<file path="src/rtl/syncore_ram_arb_pkg.sv">
// ============================================================================
// syncore_ram_arb_pkg : shared ids, lock-state encoding and response tag type
// Rev 1.0
// ============================================================================
`default_nettype none

package syncore_ram_arb_pkg;

  localparam logic REQ0 = 1'b0;
  localparam logic REQ1 = 1'b1;

  typedef enum logic [1:0] {
    UNLOCKED = 2'd0,
    LOCKED0  = 2'd1,
    LOCKED1  = 2'd2
  } lock_state_e;

  typedef struct packed {
    logic valid;
    logic id;
  } rsp_tag_t;

  function automatic logic other_id(input logic id);
    return ~id;
  endfunction

endpackage

`default_nettype wire

</file>
<file path="src/rtl/syncore_ram_arb_rsp_pipe.sv">
// ============================================================================
// syncore_ram_arb_rsp_pipe : RD_LATENCY-deep shift register of read tags
// Rev 1.0
// ============================================================================
`default_nettype none

module syncore_ram_arb_rsp_pipe
  import syncore_ram_arb_pkg::*;
#(
  parameter int RD_LATENCY = 1
) (
  input  logic     clk,
  input  logic     rst_n,
  input  rsp_tag_t tag_in,
  output rsp_tag_t tag_out
);

  rsp_tag_t [RD_LATENCY-1:0] stage_q;
  rsp_tag_t [RD_LATENCY-1:0] stage_d;

  always_comb begin
    stage_d    = stage_q;
    stage_d[0] = tag_in;
    for (int i = 1; i < RD_LATENCY; i++) begin
      stage_d[i] = stage_q[i-1];
    end
  end

  // Clearing on reset drops in-flight reads so no stale response escapes.
  always_ff @(posedge clk or negedge rst_n) begin
    if (!rst_n) begin
      stage_q <= '0;
    end else begin
      stage_q <= stage_d;
    end
  end

  assign tag_out = stage_q[RD_LATENCY-1];

endmodule

`default_nettype wire

</file>
<file path="src/rtl/syncore_ram_arb.sv">
// ============================================================================
// syncore_ram_arb : two-requester arbiter/sequencer for a single-port RAM.
// Optional macro SYNCORE_RAM_ARB_RR_EN: round-robin ties (else port 0 wins).
// Rev 1.0
// ============================================================================
`default_nettype none

module syncore_ram_arb
  import syncore_ram_arb_pkg::*;
#(
  parameter int DATAWIDTH  = 32,
  parameter int ADDRWIDTH  = 10,
  parameter int RD_LATENCY = 1,
  parameter int MAX_BURST  = 8
) (
  input  logic                 PortClk,
  input  logic                 PortResetN,
  input  logic                 Req0Valid,
  input  logic [ADDRWIDTH-1:0] Req0Addr,
  input  logic                 Req0Wen,
  input  logic [DATAWIDTH-1:0] Req0WData,
  input  logic                 Req0Lock,
  input  logic                 Req1Valid,
  input  logic [ADDRWIDTH-1:0] Req1Addr,
  input  logic                 Req1Wen,
  input  logic [DATAWIDTH-1:0] Req1WData,
  input  logic                 Req1Lock,
  output logic                 Req0Ready,
  output logic                 Req1Ready,
  output logic                 Rsp0Valid,
  output logic [DATAWIDTH-1:0] Rsp0Data,
  output logic                 Rsp1Valid,
  output logic [DATAWIDTH-1:0] Rsp1Data,
  output logic [ADDRWIDTH-1:0] RamAddr,
  output logic [DATAWIDTH-1:0] RamDataIn,
  output logic                 RamWriteEnable,
  input  logic [DATAWIDTH-1:0] RamDataOut
);

  localparam logic [7:0] MAX_BURST_C = 8'(MAX_BURST);

  lock_state_e state_q, state_d;
  logic [7:0]  cnt_q, cnt_d;
  logic        last_q, last_d;
  logic        force_q, force_d;
  logic        force_id_q, force_id_d;

  logic     owner_id, owner_valid, locked, hold, tie;
  logic     tie_pick, tie_win;
  logic     grant_any, grant_id;
  logic     g_wen, g_lock;
  rsp_tag_t tag_push, tag_pop;

  always_comb begin
    locked      = (state_q != UNLOCKED);
    owner_id    = (state_q == LOCKED1) ? REQ1 : REQ0;
    owner_valid = (owner_id == REQ1) ? Req1Valid : Req0Valid;
    hold        = locked && owner_valid;
    tie         = !hold && Req0Valid && Req1Valid;
`ifdef SYNCORE_RAM_ARB_RR_EN
    tie_pick    = other_id(last_q);
`else
    tie_pick    = REQ0;
`endif
    // A forced MAX_BURST release overrides the tie policy exactly once.
    tie_win     = force_q ? force_id_q : tie_pick;
    grant_any   = PortResetN && (Req0Valid || Req1Valid);
    if (hold) begin
      grant_id = owner_id;
    end else if (tie) begin
      grant_id = tie_win;
    end else begin
      grant_id = Req0Valid ? REQ0 : REQ1;
    end
  end

  always_comb begin
    Req0Ready      = grant_any && (grant_id == REQ0);
    Req1Ready      = grant_any && (grant_id == REQ1);
    g_wen          = (grant_id == REQ1) ? Req1Wen  : Req0Wen;
    g_lock         = (grant_id == REQ1) ? Req1Lock : Req0Lock;
    RamWriteEnable = grant_any && g_wen;
    RamAddr        = '0;
    RamDataIn      = '0;
    if (grant_any) begin
      RamAddr   = (grant_id == REQ1) ? Req1Addr  : Req0Addr;
      RamDataIn = (grant_id == REQ1) ? Req1WData : Req0WData;
    end
  end

  always_comb begin
    state_d    = state_q;
    cnt_d      = cnt_q;
    last_d     = last_q;
    force_d    = force_q;
    force_id_d = force_id_q;
    if (tie) begin
      force_d = 1'b0;
    end
    if (locked && !owner_valid) begin
      state_d = UNLOCKED;
      cnt_d   = 8'd0;
    end
    if (grant_any) begin
      last_d = grant_id;
      if (hold) begin
        if (!g_lock) begin
          state_d = UNLOCKED;
          cnt_d   = 8'd0;
        end else if (cnt_q + 8'd1 == MAX_BURST_C) begin
          state_d    = UNLOCKED;
          cnt_d      = 8'd0;
          force_d    = 1'b1;
          force_id_d = other_id(grant_id);
        end else begin
          cnt_d = cnt_q + 8'd1;
        end
      end else if (g_lock) begin
        state_d = (grant_id == REQ1) ? LOCKED1 : LOCKED0;
        cnt_d   = 8'd1;
      end
    end
  end

  always_ff @(posedge PortClk or negedge PortResetN) begin
    if (!PortResetN) begin
      state_q    <= UNLOCKED;
      cnt_q      <= 8'd0;
      last_q     <= REQ1;
      force_q    <= 1'b0;
      force_id_q <= REQ0;
    end else begin
      state_q    <= state_d;
      cnt_q      <= cnt_d;
      last_q     <= last_d;
      force_q    <= force_d;
      force_id_q <= force_id_d;
    end
  end

  always_comb begin
    tag_push.valid = grant_any && !g_wen;
    tag_push.id    = grant_id;
  end

  syncore_ram_arb_rsp_pipe #(
    .RD_LATENCY (RD_LATENCY)
  ) u_rsp_pipe (
    .clk     (PortClk),
    .rst_n   (PortResetN),
    .tag_in  (tag_push),
    .tag_out (tag_pop)
  );

  assign Rsp0Valid = tag_pop.valid && (tag_pop.id == REQ0);
  assign Rsp1Valid = tag_pop.valid && (tag_pop.id == REQ1);
  assign Rsp0Data  = RamDataOut;
  assign Rsp1Data  = RamDataOut;

endmodule

`default_nettype wire
</file>
<file path="config.mk">
export PLATFORM = sky130hd
export DESIGN_NAME = syncore_ram_arb
export DESIGN_NICKNAME = d
export VERILOG_FILES = /design/src/rtl/syncore_ram_arb_pkg.sv /design/src/rtl/syncore_ram_arb_rsp_pipe.sv /design/src/rtl/syncore_ram_arb.sv
export SDC_FILE = /design/constraint.sdc
export NUM_CORES = 1
export LEC_CHECK = 0
export CAP_MARGIN = 15
export CORE_MARGIN = 10
export CORE_UTILIZATION = 29
export DETAILED_ROUTE_END_ITERATION = 12
export PLACE_DENSITY_LB_ADDON = 0.12
export SYNTH_ARGS = -nofsm -noshare
export SYNTH_HDL_FRONTEND = slang
export SYNTH_SLANG_ARGS = --single-unit
</file>
<file path="constraint.sdc">
create_clock -name PortClk -period 4.8 [get_ports PortClk]
set_input_delay 0.48 -clock PortClk [delete_from_list [all_inputs] [get_ports PortClk]]
set_output_delay 0.48 -clock PortClk [all_outputs]
set_load 0.03 [all_outputs]
</file>
### Clock nets, run 1

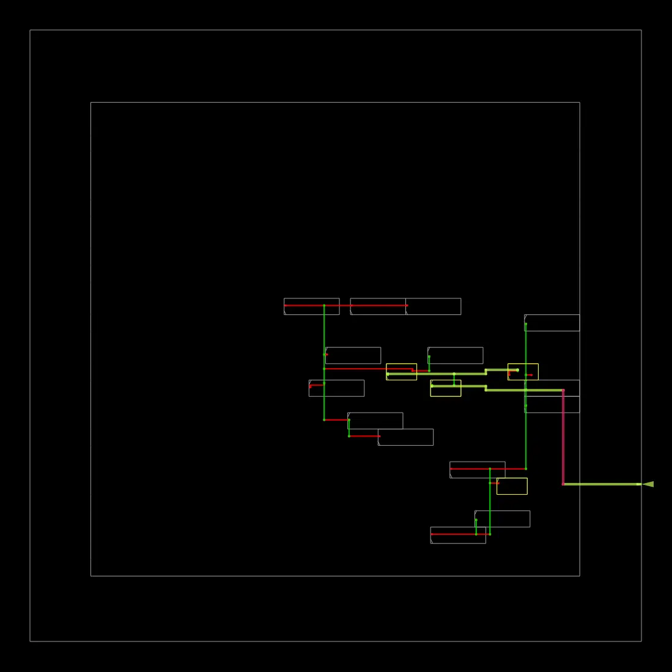
sequential cell count: 14
Clk power: 0.113 mW

### Signal wires on met2, run 1

Drawn at 4 px/µm. Cells faint in the background.
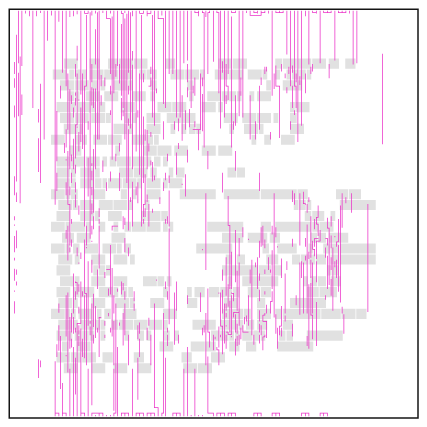
share of all routed wire = 48%
main direction = vertical

==> results.txt, run 1 <==
flow finished, numbers: status=complete, no violations, share of layout cells above drive strength 1=0.0687, die area=10400 µm², router iterations before antenna repair=4, VDD IR-drop max=0.0742 mV, final instance area=2940 µm², most frequent cell after synthesis=nand2_1, worst path bufs/invs=4, FF-to-FF setup slack=2.78 ns, clock slew seen by the registers of the worst setup and hold paths=0.06 ns, Fmax=297 MHz, Crit Path Category=primary input to primary output, critical path capture point type=primary output, DP Area=2880 µm², CTS tree=built, tap cell count=77, gpl congestion=0.807, Critical Path Sink=RamDataIn[28], Top pwr grp=combinational logic, GR Util met1=0.151, Async SR Flop Fraction=1.00, Final setup viols=0, clock buffer depth=2, Int Power=0.323 mW, Crit path max-delay family=buffers and inverters, ys cells=298, routed wl met3=1.34 mm, NetSw=0.175 mW, FP Rows=29, Synth area leader=buf_4, measured slew at the worst slew-check pin=1.12 ns, top cells by count=nand2_1, buf_4, a21oi_1, dfrtp_1, clkbuf_1, sequential-cell power consumption=0.129 mW, Critical R2R Launch=state_q[0]$_DFF_PN0_, Max Cap Viol=0, DRT iter0 DRCs=62, multi-input gates=202, Fin Setup TNS=0 ns, hold endpoint=cnt_q[2]$_DFF_PN0_, GRT met2 Usage=0.251, Critical Path, Cell by Cell=clkdlybuf4s50_1 -> nand2b_1 -> o21a_1 -> clkinv_1 -> buf_4 -> nand2_1 -> a21oi_1 -> clkdlybuf4s50_1, final slew viol count=0, Setup Fix Bufs, Post-CTS=0
### Close-up of the layout, run 1

Window x 66 to 86, y 66 to 86 µm. Cells in gray, sequential cells in the stronger gray; small squares are vias.
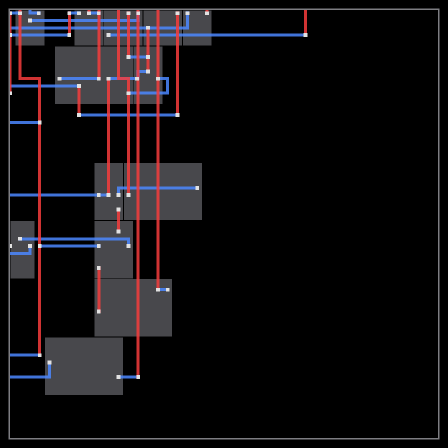
blue -> met1
red -> met2
sequential cells in the window = 0
most frequent = nand2_1 (6), clkdlybuf4s50_1 (4), a21oi_1 (3)
cells with their middle in the window = 13

### Routed metal, one color a layer, run 1

Drawn at 6 px/µm. Two of the layers only.
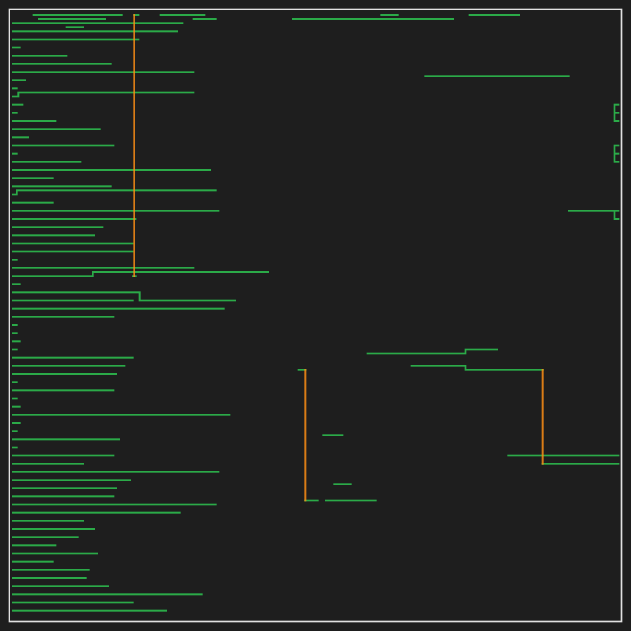
orange -> met4  # wire length 80.9 µm
green -> met3  # wire length 1340 µm
DRT Wirelength: 8.29 mm
Total Routing Usage GR: 0.153
via count: 2108
WL per Instance: 18.8 µm

-- run 1: metrics by stage --
stage	hold slack, ns	cells	utilization	setup slack [ns]
after global routing	0.578	441	0.457	1.22
final	0.540	441	0.457	1.43
after global placement	0.517	437	0.449	1.43
after CTS	0.541	441	0.457	1.42
after detailed placement	0.523	437	0.449	1.42
after floorplan	0.184	298	-	2.54
-- run 1: kinds of logic after synthesis --
| group | count (synthesis) | share of synthesized area |
|---|---|---|
| buffers and inverters | 82 | 0.289 |
| flip-flops | 14 | 0.181 |
| AND/OR/NAND/NOR | 122 | 0.268 |
| AND-OR/OR-AND | 76 | 0.239 |
| XOR/XNOR | 1 | 0.00451 |
| adder cells (fa/ha/maj) | 1 | 0.00645 |
| multiplexers | 2 | 0.0129 |
--- run 2 (diff from run 1) ---
Settings changed: CORE_UTILIZATION 29 to 27.
Clock period 4.8 ns to 3.2 ns, I/O delays scaled along.
### Routed metal, one color a layer, run 2

Drawn at 6 px/µm. Two of the layers only.
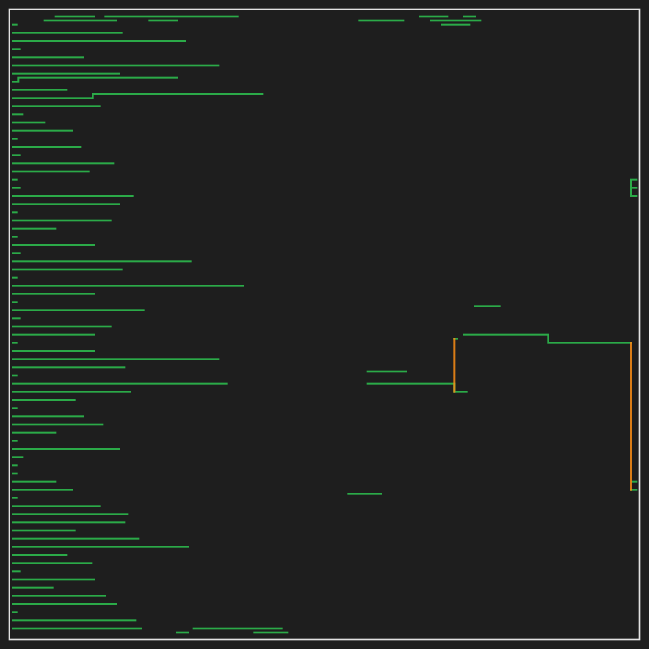
green -> met3  # wire length 1100 µm
orange -> met4  # wire length 33.3 µm

==> run 2 against run 1 <==
Synthesized cell count unchanged. Critical endpoint is now RamDataIn[31]. Wire length fell by 0.94%. Via count is 2.0% higher. Worst hold slack got worse by 0.051 ns. Clock power is 58% higher. Largest cell class unchanged. Highest routed layer unchanged. Non-clock buffer count increased by 4. Critical path type unchanged. Power up 53%. Sequential share of layout area decreased by 0.24 points. Global-route usage shrank 1.3 points.
==> results.txt, run 2 <==
flow finished, numbers: Power Total=0.761 mW, Seq area share=0.117, Total Routing Usage GR=0.140 (-0.0130), Min Hold Slack=0.489 ns (-0.0510 ns), Layout Cells excl Fill=464 (+5.2%), Top cells excl fill/tap=clkdlybuf4s50_1, nand2_1, a21oi_1, buf_4, dfrtp_1, Clk power=0.178 mW (+58%), Core Area=6910 µm², multi-input gates=202 (unchanged), Largest cell class=buffers, Crit path max-delay family=buffers and inverters, VDD IR-drop max=0.0900 mV (+21%), Top pwr grp=combinational logic, DP Area=2940 µm² (+2.1%), critical path capture point type=primary output, DRT Wirelength=8.21 mm (-0.94%), clock slew seen by the registers of the worst setup and hold paths=0.07 ns (about the same), routed wl met3=1.10 mm (-18%), XOR/XNOR Area Share=0.00451 (unchanged), FP Rows=30 (+3.4%), Max Cap Viol=0 (unchanged), NetSw=0.271 mW (+55%), final instance area=3000 µm² (+2.1%), Layout Utilization=0.434 (-0.0232), post-synthesis compound-gate area fraction=0.239 (unchanged), worst path bufs/invs=3 (-1), fraction of area in multi-input gates=0.347, top logic cell family in the synthesized netlist=buffers and inverters, status=complete, no violations, Critical Path, Cell by Cell=clkdlybuf4s50_1 -> nand2b_1 -> o21a_1 -> buf_4 -> nand2_1 -> a21oi_1 -> clkdlybuf4s50_1, WL per Instance=17.7 µm (-5.9%), most frequent cell after synthesis=nand2_1, via count=2150 (+2.0%), Main area contributors=buf_4, dfrtp_1, nand2_1, Crit Path Category=primary input to primary output, final slew viol count=0 (unchanged), cell area after synthesis=1940 µm², sequential-cell power consumption=0.193 mW (+50%), sequential cell count=14 (unchanged), FF-to-FF setup slack=1.34 ns (-1.44 ns), ys cells=298 (unchanged), Synth Flop Type=dfrtp_1, GR Util met1=0.133 (-0.0180), Mapped Avg Cell Area=6.51 µm², measured slew at the worst slew-check pin=0.491 ns (-0.624 ns), Final setup viols=0 (unchanged), Synth area leader=buf_4, Fin Setup TNS=0 ns (unchanged), Setup Fix Bufs, Post-CTS=0 (unchanged), Async SR Flop Fraction=1.00 (unchanged), share of layout cells above drive strength 1=0.0978 (+0.0291), die area=11000 µm² (+5.9%), yosys adder share=0.00645 (unchanged), dpl ws=0.380 ns (-1.04 ns), placed cell count=460 (+5.3%), non-clock buffer total of the final layout=146, Final Worst Setup Slack=0.398 ns (-1.04 ns), Synth mux share=0.0129 (unchanged), tap cell count=96 (+25%), router iterations before antenna repair=4 (unchanged), Tcrit/Tclk final=0.876, worst hold path type=primary input to asynchronous set/reset pin, clock buffer depth=2 (unchanged), Fmax=357 MHz, Lkg Pwr=1.24 nW, synth unique cells=44, clk sink count=14, CTS tree=built, Int Power=0.490 mW (+52%), GRT met2 Usage=0.250 (-0.00149), gpl congestion=0.780 (-3.4%), DRT iter0 DRCs=50 (-19%), simple share=0.268 (unchanged), met1 wire length=2.94 mm, top cells by count=nand2_1, buf_4, a21oi_1, dfrtp_1, clkbuf_1, Comb power=0.390 mW, Seq pwr share=0.254
-- run 2: cell counts after synthesis --
No cell type changed its count.
-- run 2: worst paths after layout --
| kind | from | depth (start not counted) | endpoint |
|---|---|---|---|
| max in group asynchronous | PortResetN | 2 | cnt_q[3]$_DFF_PN0_ |
| worst max register to register | cnt_q[3]$_DFF_PN0_ | 4 | force_id_q$_DFFE_PN0P_ |
| worst max-delay path | Req1Valid | 7 | RamDataIn[31] |
| worst min register to register | cnt_q[2]$_DFF_PN0_ | 1 | cnt_q[2]$_DFF_PN0_ |
| min in group PortClk | cnt_q[2]$_DFF_PN0_ | 1 | cnt_q[2]$_DFF_PN0_ |
| worst min-delay path | PortResetN | 2 | force_q$_DFF_PN0_ |
Power and IR drop assume default switching activity.
